$ cat src/rtl/keypad_reader.sv
// 4x4 matrix keypad scanner with press/release debounce; accepted hex keys shift
// into a 32-bit value (newest nibble in [3:0]) readable over the IO read path.
module keypad_reader #(
    parameter int SCAN_PERIOD    = 40000,
    parameter int DEBOUNCE_SCANS = 4
) (
    input  logic        clock,
    input  logic        reset,
    input  logic [3:0]  row_in,
    output logic [3:0]  col_out,
    input  logic        IORead,
    input  logic        clear,
    output logic [31:0] read_data,
    output logic [31:0] out_num,
    output logic [3:0]  digit_cnt,
    output logic        key_valid,
    output logic [3:0]  key_code,
    output logic        key_pending
);
    localparam int PW = (SCAN_PERIOD > 1) ? $clog2(SCAN_PERIOD) : 1;
    localparam int CW = $clog2(DEBOUNCE_SCANS + 1);
    localparam logic [PW-1:0] PRESC_MAX = PW'(SCAN_PERIOD - 1);
    localparam logic [CW-1:0] CNT_DONE  = CW'(DEBOUNCE_SCANS);

    typedef enum logic [1:0] {SCAN, DEBOUNCE, ACCEPT, RELEASE} state_t;

    state_t        state;
    logic [PW-1:0] presc;
    logic [1:0]    col_idx;
    logic [3:0]    row_cap;
    logic [CW-1:0] cnt;
    logic          tick;
    logic          single_row;
    logic [3:0]    row_low;
    logic [1:0]    row_idx;
    logic [3:0]    code;

    assign tick       = (presc == PRESC_MAX);
    assign row_low    = ~row_in;
    // Exactly one row low: non-zero and a power of two; ghosting/chords count as no key.
    assign single_row = (row_low != 4'd0) && ((row_low & (row_low - 4'd1)) == 4'd0);
    assign col_out    = ~(4'b0001 << col_idx);
    assign read_data  = IORead ? out_num : 32'h0;
    assign code       = {row_idx, col_idx};

    always_comb begin
        row_idx = 2'd0;
        case (~row_cap)
            4'b0010: row_idx = 2'd1;
            4'b0100: row_idx = 2'd2;
            4'b1000: row_idx = 2'd3;
            default: row_idx = 2'd0;
        endcase
    end

    always_ff @(posedge clock) begin
        if (reset) begin
            state       <= SCAN;
            presc       <= '0;
            col_idx     <= 2'd0;
            row_cap     <= 4'hF;
            cnt         <= '0;
            out_num     <= 32'h0;
            digit_cnt   <= 4'd0;
            key_valid   <= 1'b0;
            key_code    <= 4'd0;
            key_pending <= 1'b0;
        end else begin
            presc     <= tick ? '0 : presc + 1'b1;
            key_valid <= 1'b0;
            if (IORead) key_pending <= 1'b0;
            if (clear) begin
                out_num   <= 32'h0;
                digit_cnt <= 4'd0;
            end
            case (state)
                SCAN: if (tick) begin
                    if (single_row) begin
                        row_cap   <= row_in;
                        cnt       <= CW'(1);
                        state     <= (DEBOUNCE_SCANS == 1) ? ACCEPT : DEBOUNCE;
                        key_valid <= (DEBOUNCE_SCANS == 1);
                    end else begin
                        col_idx <= col_idx + 2'd1;
                    end
                end
                DEBOUNCE: if (tick) begin
                    if (row_in == row_cap) begin
                        cnt <= cnt + 1'b1;
                        if (cnt + 1'b1 == CNT_DONE) begin
                            state     <= ACCEPT;
                            key_valid <= 1'b1;
                        end
                    end else begin
                        state   <= SCAN;
                        col_idx <= col_idx + 2'd1;
                    end
                end
                ACCEPT: begin
                    // key_pending set here overrides a coincident IORead clear above.
                    key_code    <= code;
                    key_pending <= 1'b1;
                    if (!clear) begin
                        out_num   <= {out_num[27:0], code};
                        digit_cnt <= (digit_cnt == 4'd8) ? 4'd8 : digit_cnt + 4'd1;
                    end
                    cnt   <= '0;
                    state <= RELEASE;
                end
                RELEASE: if (tick) begin
                    if (row_in == 4'hF) begin
                        if (cnt + 1'b1 == CNT_DONE) begin
                            cnt     <= '0;
                            state   <= SCAN;
                            col_idx <= col_idx + 2'd1;
                        end else begin
                            cnt <= cnt + 1'b1;
                        end
                    end else begin
                        cnt <= '0;
                    end
                end
                default: state <= SCAN;
            endcase
        end
    end
endmodule

$ cat config.mk
export PLATFORM = sky130hd
export DESIGN_NAME = keypad_reader
export DESIGN_NICKNAME = d
export VERILOG_FILES = /design/src/rtl/keypad_reader.sv
export SDC_FILE = /design/constraint.sdc
export NUM_CORES = 1
export LEC_CHECK = 0
export CAP_MARGIN = 20
export CELL_PAD_IN_SITES_DETAIL_PLACEMENT = 1
export CELL_PAD_IN_SITES_GLOBAL_PLACEMENT = 2
export CORE_ASPECT_RATIO = 0.8
export CORE_MARGIN = 2
export CORE_UTILIZATION = 31
export DETAILED_ROUTE_END_ITERATION = 10
export PLACE_DENSITY = 0.86
export SYNTH_ARGS = -nofsm -noshare
export SYNTH_HDL_FRONTEND = slang
export SYNTH_SLANG_ARGS = --single-unit
$ cat constraint.sdc
create_clock -name clock -period 3.2 [get_ports clock]
set_input_delay 0.96 -clock clock [delete_from_list [all_inputs] [get_ports clock]]
set_output_delay 0.96 -clock clock [all_outputs]
set_load 0.01 [all_outputs]
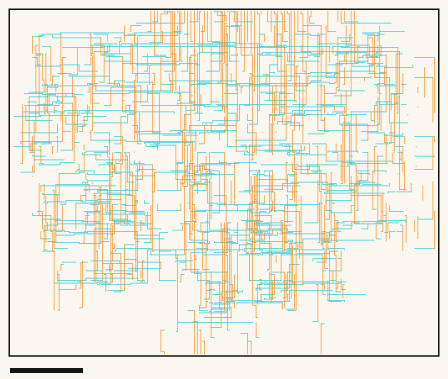
metal_stack.png
Bar = 20 um. Two of the layers only.
met1 -> cyan  # wire length 3830 um
met2 -> orange  # wire length 4540 um

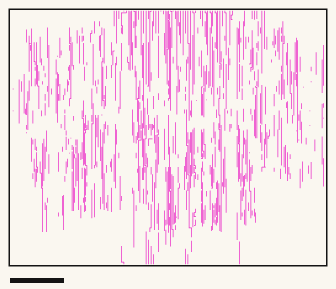
met2.png
Bar = 20 um.
wire length on this layer = 4540 um
longest straight run = 39.8 um
nets with wire on the layer = 398
share of all routed wire = 52%

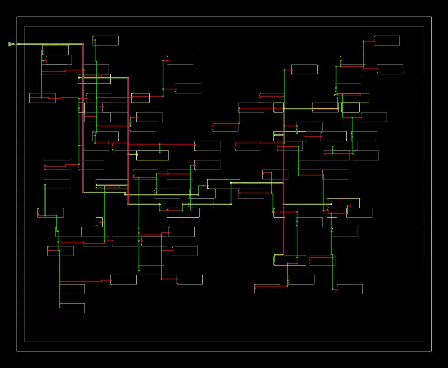
final_clocks.png
Flops: 69
Clk. pwr: 946 uW

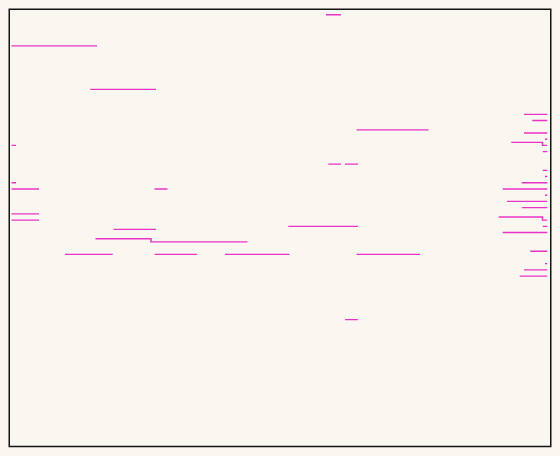
met3.png
share of all routed wire = 3.1%
nets with wire on the layer = 29
DR vias: 2741
GRT met3 Usage: 4.07%
WL final: 8.79 mm

==> run summary <==
multi-input gate count -> 251
GRT met2 Usage -> 29.5%
n_taps -> 140
Final Non-Filler Cells -> 586
Buf/Inv on CP -> 3
Setup crit end -> read_data[20]
Worst setup startpoint -> IORead
tool warnings -> 34
status -> completed
Tot Pwr -> 1.88 mW
Largest register FFs -> 32
HP Start -> presc[0]
WHS -> 0.441 ns
clk buf depth -> 2
met1 wire length -> 3.83 mm
most frequent logic cell in the layout -> clkdlybuf4s50_1
Main power group -> the clock network
final core utilization -> 44.9%
main area contributors -> dfxtp_1 43%, mux2i_1 11%, and2_1 6.6%
comb area leader -> simple AND/OR/NAND/NOR gates
unrepaired setup endpoints after global routing -> no
largest net degree at the start of global routing -> 31
Layout clock area frac -> 6.26%
f_max -> 329 MHz
Core Region -> 10200 um^2
Synth Cell Area -> 3220 um^2
Lkg Pwr -> 1.62 nW
die width -> 118 um
Tot GR Track Use -> 16.1%
crit-path max FO -> 16
launching element type of the critical path -> input pin
Mapped Cells -> 353
CTS tree -> done
DR WL/cell -> 15.0 um
die y size -> 95.2 um
share of layout cells above drive strength 1 -> 7.85%
Row Count -> 33
Commonest cells post-synth -> 69 x dfxtp_1, 49 x nor2_1, 35 x mux2i_1
antenna violations before repair -> 0
Resized cells post-CTS -> 4
endpoints failing hold -> 0
worst-margin pin slew -> 0.743 ns
fraction of area in registers -> 30.2%
Synth Register Bits -> 69
combinational power share -> 3.5%
slew margin rel. -> 50.4%
Worst Hold Depth -> 1
stages on the worst setup path -> 4
Antenna Cells -> 0
post-synthesis net count -> 375
required time of the critical path -> 2.24 ns
seq pwr -> 865 uW
xor/xnor share of the synthesized area -> 5.16%
crit path capture type -> output port
non-clock inverter count in the final layout -> 18
critical path cell sequence -> clkbuf_2, bufbuf_16, and2_1, clkdlybuf4s50_1
worst reg2reg setup slack -> 1.01 ns
met1 Resource Use GR -> 18.3%
switching power -> 421 uW
Sw Ratio -> 22.4%
hold endpoint -> presc[0]
chip area in the Yosys report -> 3220 um^2
Largest Register -> out_num
TritonCTS Sinks -> 69
combinational share of cell area -> 37.6%
synth unique cells -> 42
Met2 Routed Length -> 4.54 mm
Nets -> 463
# Cells Yosys -> 353
Post-DP Area -> 4270 um^2
Power and IR drop assume default switching activity.
